### Logic cells by family

The bar under the picture is 20 µm long.
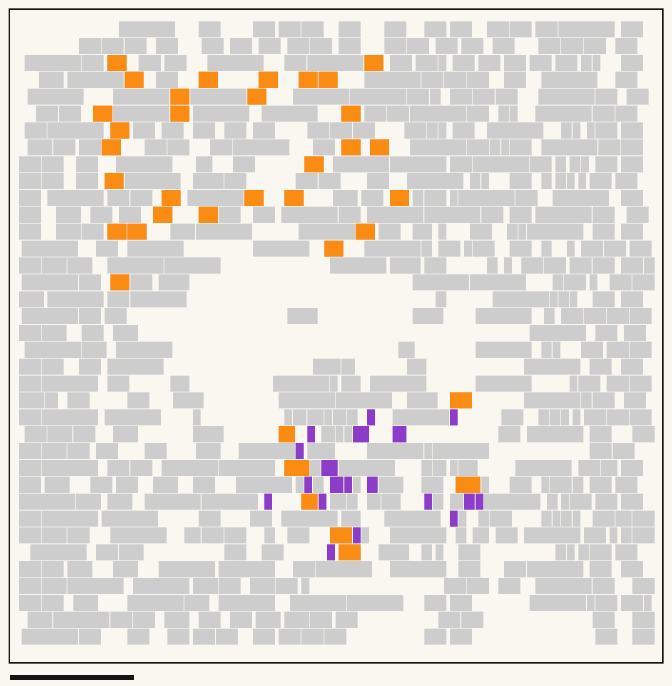
### Signal wires by layer

The bar under the picture is 20 µm long.
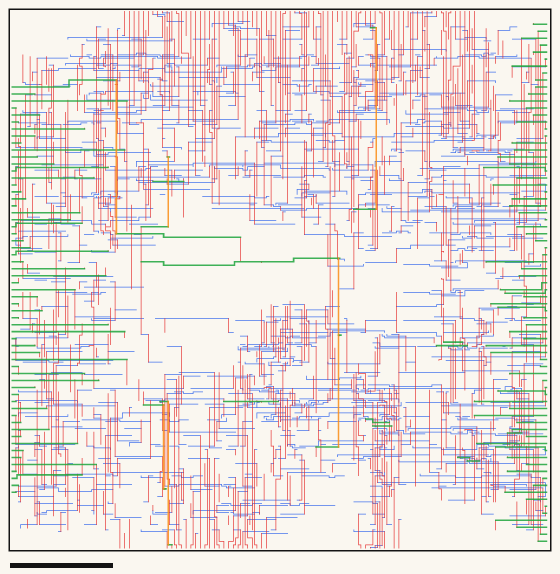
===== src/rtl/trap_sequencer.sv =====
// Trap/return sequencer: arbitrates exceptions, interrupts and mret, then walks
// each accepted event through drain, CSR pulse, acknowledge wait and fetch redirect.
module trap_sequencer #(
  parameter int NUM_IRQ      = 3,
  parameter int FLUSH_CYCLES = 2
) (
  input  logic               clk_i,
  input  logic               rst_i,
  input  logic               exc_valid_i,
  input  logic [31:0]        exc_cause_i,
  input  logic [31:0]        exc_pc_i,
  input  logic [NUM_IRQ-1:0] irq_i,
  input  logic [NUM_IRQ-1:0] irq_en_i,
  input  logic               mie_i,
  input  logic [31:0]        retire_pc_i,
  input  logic               mret_req_i,
  input  logic               trap_taken_i,
  input  logic [31:0]        trap_pc_i,
  output logic               csr_exception_o,
  output logic [31:0]        csr_epc_o,
  output logic [31:0]        csr_cause_o,
  output logic               csr_mret_o,
  output logic               stall_o,
  output logic               pipe_flush_o,
  output logic               redirect_valid_o,
  output logic [31:0]        redirect_pc_o,
  output logic               busy_o
);

  typedef enum logic [2:0] {
    S_IDLE,
    S_DRAIN,
    S_TRAP,
    S_MRET,
    S_WAIT,
    S_REDIRECT
  } state_t;

  localparam logic [3:0] LP_LAST = 4'(FLUSH_CYCLES - 1);

  state_t      r_state;
  logic [3:0]  r_cnt;
  logic        r_kind_mret;
  logic        r_busy;
  logic        r_flush;
  logic        r_csr_exception;
  logic        r_csr_mret;
  logic        r_redirect_valid;
  logic [31:0] r_epc;
  logic [31:0] r_cause;
  logic [31:0] r_redirect_pc;

  logic [NUM_IRQ-1:0] w_irq_pend;
  logic               w_irq_take;
  logic [30:0]        w_irq_idx;
  logic               w_accept;

  // Lowest set index wins: scanning downward leaves the smallest index last.
  function automatic logic [30:0] f_lowest(input logic [NUM_IRQ-1:0] v);
    f_lowest = '0;
    for (int i = NUM_IRQ - 1; i >= 0; i--) begin
      if (v[i]) f_lowest = 31'(i);
    end
  endfunction

  assign w_irq_pend = irq_i & irq_en_i;
  assign w_irq_take = mie_i && (|w_irq_pend);
  assign w_irq_idx  = f_lowest(w_irq_pend);
  assign w_accept   = exc_valid_i || w_irq_take || mret_req_i;

  always_ff @(posedge clk_i or posedge rst_i) begin
    if (rst_i) begin
      r_state          <= S_IDLE;
      r_cnt            <= '0;
      r_kind_mret      <= 1'b0;
      r_busy           <= 1'b0;
      r_flush          <= 1'b0;
      r_csr_exception  <= 1'b0;
      r_csr_mret       <= 1'b0;
      r_redirect_valid <= 1'b0;
      r_epc            <= '0;
      r_cause          <= '0;
      r_redirect_pc    <= '0;
    end else begin
      case (r_state)
        S_IDLE: begin
          if (exc_valid_i) begin
            r_cause     <= exc_cause_i;
            r_epc       <= exc_pc_i;
            r_kind_mret <= 1'b0;
          end else if (w_irq_take) begin
            r_cause     <= {1'b1, w_irq_idx};
            r_epc       <= retire_pc_i;
            r_kind_mret <= 1'b0;
          end else if (mret_req_i) begin
            r_kind_mret <= 1'b1;
          end
          if (w_accept) begin
            r_state <= S_DRAIN;
            r_busy  <= 1'b1;
            r_flush <= 1'b1;
            r_cnt   <= '0;
          end
        end
        S_DRAIN: begin
          if (r_cnt == LP_LAST) begin
            r_flush <= 1'b0;
            if (r_kind_mret) begin
              r_state    <= S_MRET;
              r_csr_mret <= 1'b1;
            end else begin
              r_state         <= S_TRAP;
              r_csr_exception <= 1'b1;
            end
          end else begin
            r_cnt <= r_cnt + 4'd1;
          end
        end
        // An acknowledge in the pulse cycle itself skips WAIT entirely.
        S_TRAP, S_MRET: begin
          r_csr_exception <= 1'b0;
          r_csr_mret      <= 1'b0;
          if (trap_taken_i) begin
            r_redirect_pc    <= trap_pc_i;
            r_redirect_valid <= 1'b1;
            r_state          <= S_REDIRECT;
          end else begin
            r_state <= S_WAIT;
          end
        end
        S_WAIT: begin
          if (trap_taken_i) begin
            r_redirect_pc    <= trap_pc_i;
            r_redirect_valid <= 1'b1;
            r_state          <= S_REDIRECT;
          end
        end
        S_REDIRECT: begin
          r_redirect_valid <= 1'b0;
          r_busy           <= 1'b0;
          r_state          <= S_IDLE;
        end
        default: begin
          r_state <= S_IDLE;
          r_busy  <= 1'b0;
          r_flush <= 1'b0;
        end
      endcase
    end
  end

  assign csr_exception_o  = r_csr_exception;
  assign csr_mret_o       = r_csr_mret;
  assign csr_epc_o        = r_epc;
  assign csr_cause_o      = r_cause;
  assign stall_o          = r_busy;
  assign busy_o           = r_busy;
  assign pipe_flush_o     = r_flush;
  assign redirect_valid_o = r_redirect_valid;
  assign redirect_pc_o    = r_redirect_pc;

endmodule


===== config.mk =====
export PLATFORM = sky130hd
export DESIGN_NAME = trap_sequencer
export DESIGN_NICKNAME = d
export VERILOG_FILES = /design/src/rtl/trap_sequencer.sv
export SDC_FILE = /design/constraint.sdc
export NUM_CORES = 1
export LEC_CHECK = 0
export CAP_MARGIN = 20
export CORE_UTILIZATION = 42
export CTS_CLUSTER_DIAMETER = 80
export DETAILED_ROUTE_END_ITERATION = 6
export PLACE_DENSITY = 0.89
export SKIP_CTS_REPAIR_TIMING = 1
export SLEW_MARGIN = 10
export SYNTH_ARGS = -nofsm -noshare
export SYNTH_HDL_FRONTEND = slang
export SYNTH_SLANG_ARGS = --single-unit

===== constraint.sdc =====
create_clock -name clk_i -period 7.6 [get_ports clk_i]
set_clock_uncertainty 0.15 [all_clocks]
set_input_delay 0.76 -clock clk_i [delete_from_list [all_inputs] [get_ports clk_i]]
set_output_delay 0.76 -clock clk_i [all_outputs]
set_load 0.01 [all_outputs]

==> Changelog: implementation <==
### Physical design

- Type of origin of the critical path: input pin
- Vias per cell: 5.03
- Type of the tightest min-delay check: flop to flop
- Final wirelength: 12000 µm
- Initial antenna violation count: 0
- R2r startpoint: r_state[1]
- Rows: 37
- H-tree levels: 3
- Total negative slack: 0 ns
- Post-Place Cell Area: 6940 µm²
- Drt first pass iters: 4
- Pins over their slew limit: 0
- Filler instances: 764
- Actual slew at the worst max-slew pin: 1.02 ns
- Final Critical Period: approximately 2.9 ns
- Critical Setup Path Class: input pin to flop
- Clk pwr share: 12.5%
- Worst hold margin: roughly 0.34 ns
- Cell variety after synth: 35
- # IOs: 242
- Root buffer cell: clkbuf_8
- Sequential Power Share: 39.4%
- Cycle use final: between 30% and 40%
- Reg-to-reg endpoint: csr_cause_o[20]
- Xor/xnor share: less than 1%
- WHS Endpoint: csr_epc_o[4]
- Clk latency late pin: 0.36 ns
- Dominant logic cell types in the final layout: clkdlybuf4s50_1, dfrtp_1, nand2_1, o21ai_0
- Min setup slack post-route: approximately 4.7 ns
- Seq/Total Area, Yosys: about three fifths
- Dpl hpwl: 9220 µm
- Die extent in y: 105 µm
- Seq group: between 1 and 1.5 mW
- Flops after synth: ~110
- Rel. slew slack: 32.3%
- Worst vdd ir: 0.221 mV
- Place WS: 4.32 ns
- Main flop type: dfrtp_1
- Post-Syn Instances: 358
- Cell count after placement: 713
- Finished Layout Cells: about 730
- Max-cap violation count: 0
- RSZ-0062 raised after global routing: no
- Total core area: 10300 µm²
- Final setup violation count: 0
- Adder Share, Synth: less than 1%
- Core utilization at floorplan: 43.2%
- Post-synth mux share: 15.2%
- Switching Fraction: about 34%
- R2R Setup Slk: 5.28 ns
- Vias in the first global route: 3791
- Internal Power: 1.73 mW
- OpenROAD warning count: 27
- Critical path fanouts, max: 89
- Pleak: ~3.1 nW
- Post-route core utilization: 69.1%
- Complex Gates by Area: 13.1%
- Area growth from synthesis to layout: 59.7%
- Largest net degree at the start of global routing: ~90
- Total Nets Final: 731
- Power Density: 365 nW/µm²
- Tot Pwr: 2.61 mW
- Fraction of registers with async set/reset: 100%
- Met3 usage: 6.55%
- Most used routing layer: met2
- Syn_nets: 500
- GRT Util Overall: 21.6%
- Synthesis warning total: 0
- Share of the synthesized area in the top cell type: 61.1%
- Top logic family: multiplexers
- Grt total ovfl: 0
- YS chip area: 4460 µm²
- Top cells by count: dfrtp_1, nand2_1, o21ai_0
- Worst Setup End Kind: flop
- Starting DRT DRC Count: 127
- Comb power: 1.25 mW
- CTS clk-pin slew, worst paths: 0.10 ns
- CTS tree: done
- Worst Setup SP: exc_valid_i
- DRC errors left: 0
- Share of layout cells above drive strength 1: 9.93%
- Crit path DRT: slightly below 8 ns
- Avg Cell Area, Syn: 12.5 µm²
- TritonCTS Buffers: 9
- Hold_sp: csr_epc_o[4]
- P_clk: 325 µW
- Ys cells: 358
- DRT antenna net count: 0
- Count leader, synth: dfrtp_1
- Run status: complete, no violations
- Combinational share of power: 48.1%
- Met1 usage: 24.0%
- Fmax: approximately 340 MHz
- Die Wd: 105 µm
- Final Hold Fails: 0
- Fin area: 7130 µm²
- Wire length per cell: 16.5 µm
- Synth area leader: dfrtp_1
- Via count: 3670
Notes on 'Logic cells by family' above:
orange -> non-inverting ao/oa cells  # cells 36, most used a22o_1
purple -> nor cells  # cells 19, most used nor2_1, where south

Notes on 'Signal wires by layer' above:
orange -> metal 4  # wire length 160 µm
blue -> metal 1  # wire length 4660 µm
green -> metal 3  # wire length 980 µm
red -> metal 2  # wire length 6230 µm

[cell type report]
| type | instances | area [µm²] | share of cell area, % |
|---|---|---|---|
| clock inverters | 6 | 53.8 | 0.755 |
| clock buffers | 10 | 128 | 1.79 |
| repair buffers | 245 | 2440 | 34.2 |
| well taps | 136 | 170 | 2.39 |
| flip-flops and latches | 109 | 2730 | 38.3 |
| inverters | 4 | 17.5 | 0.246 |
| multi-input cells | 220 | 1590 | 22.3 |
[metal layers]
layer	wire [µm]	part of all wire, %
met5	0	0
met3	980	8.1
met2	6230	52
met1	4660	39
met4	159	1.3
[worst max-delay path: stages]
cell	delay [ns]
buf_2	0.76
inv_1	0.29
a311o_2	0.45
buf_4	0.35
a22o_1	0.33
Power and IR drop assume default switching activity.
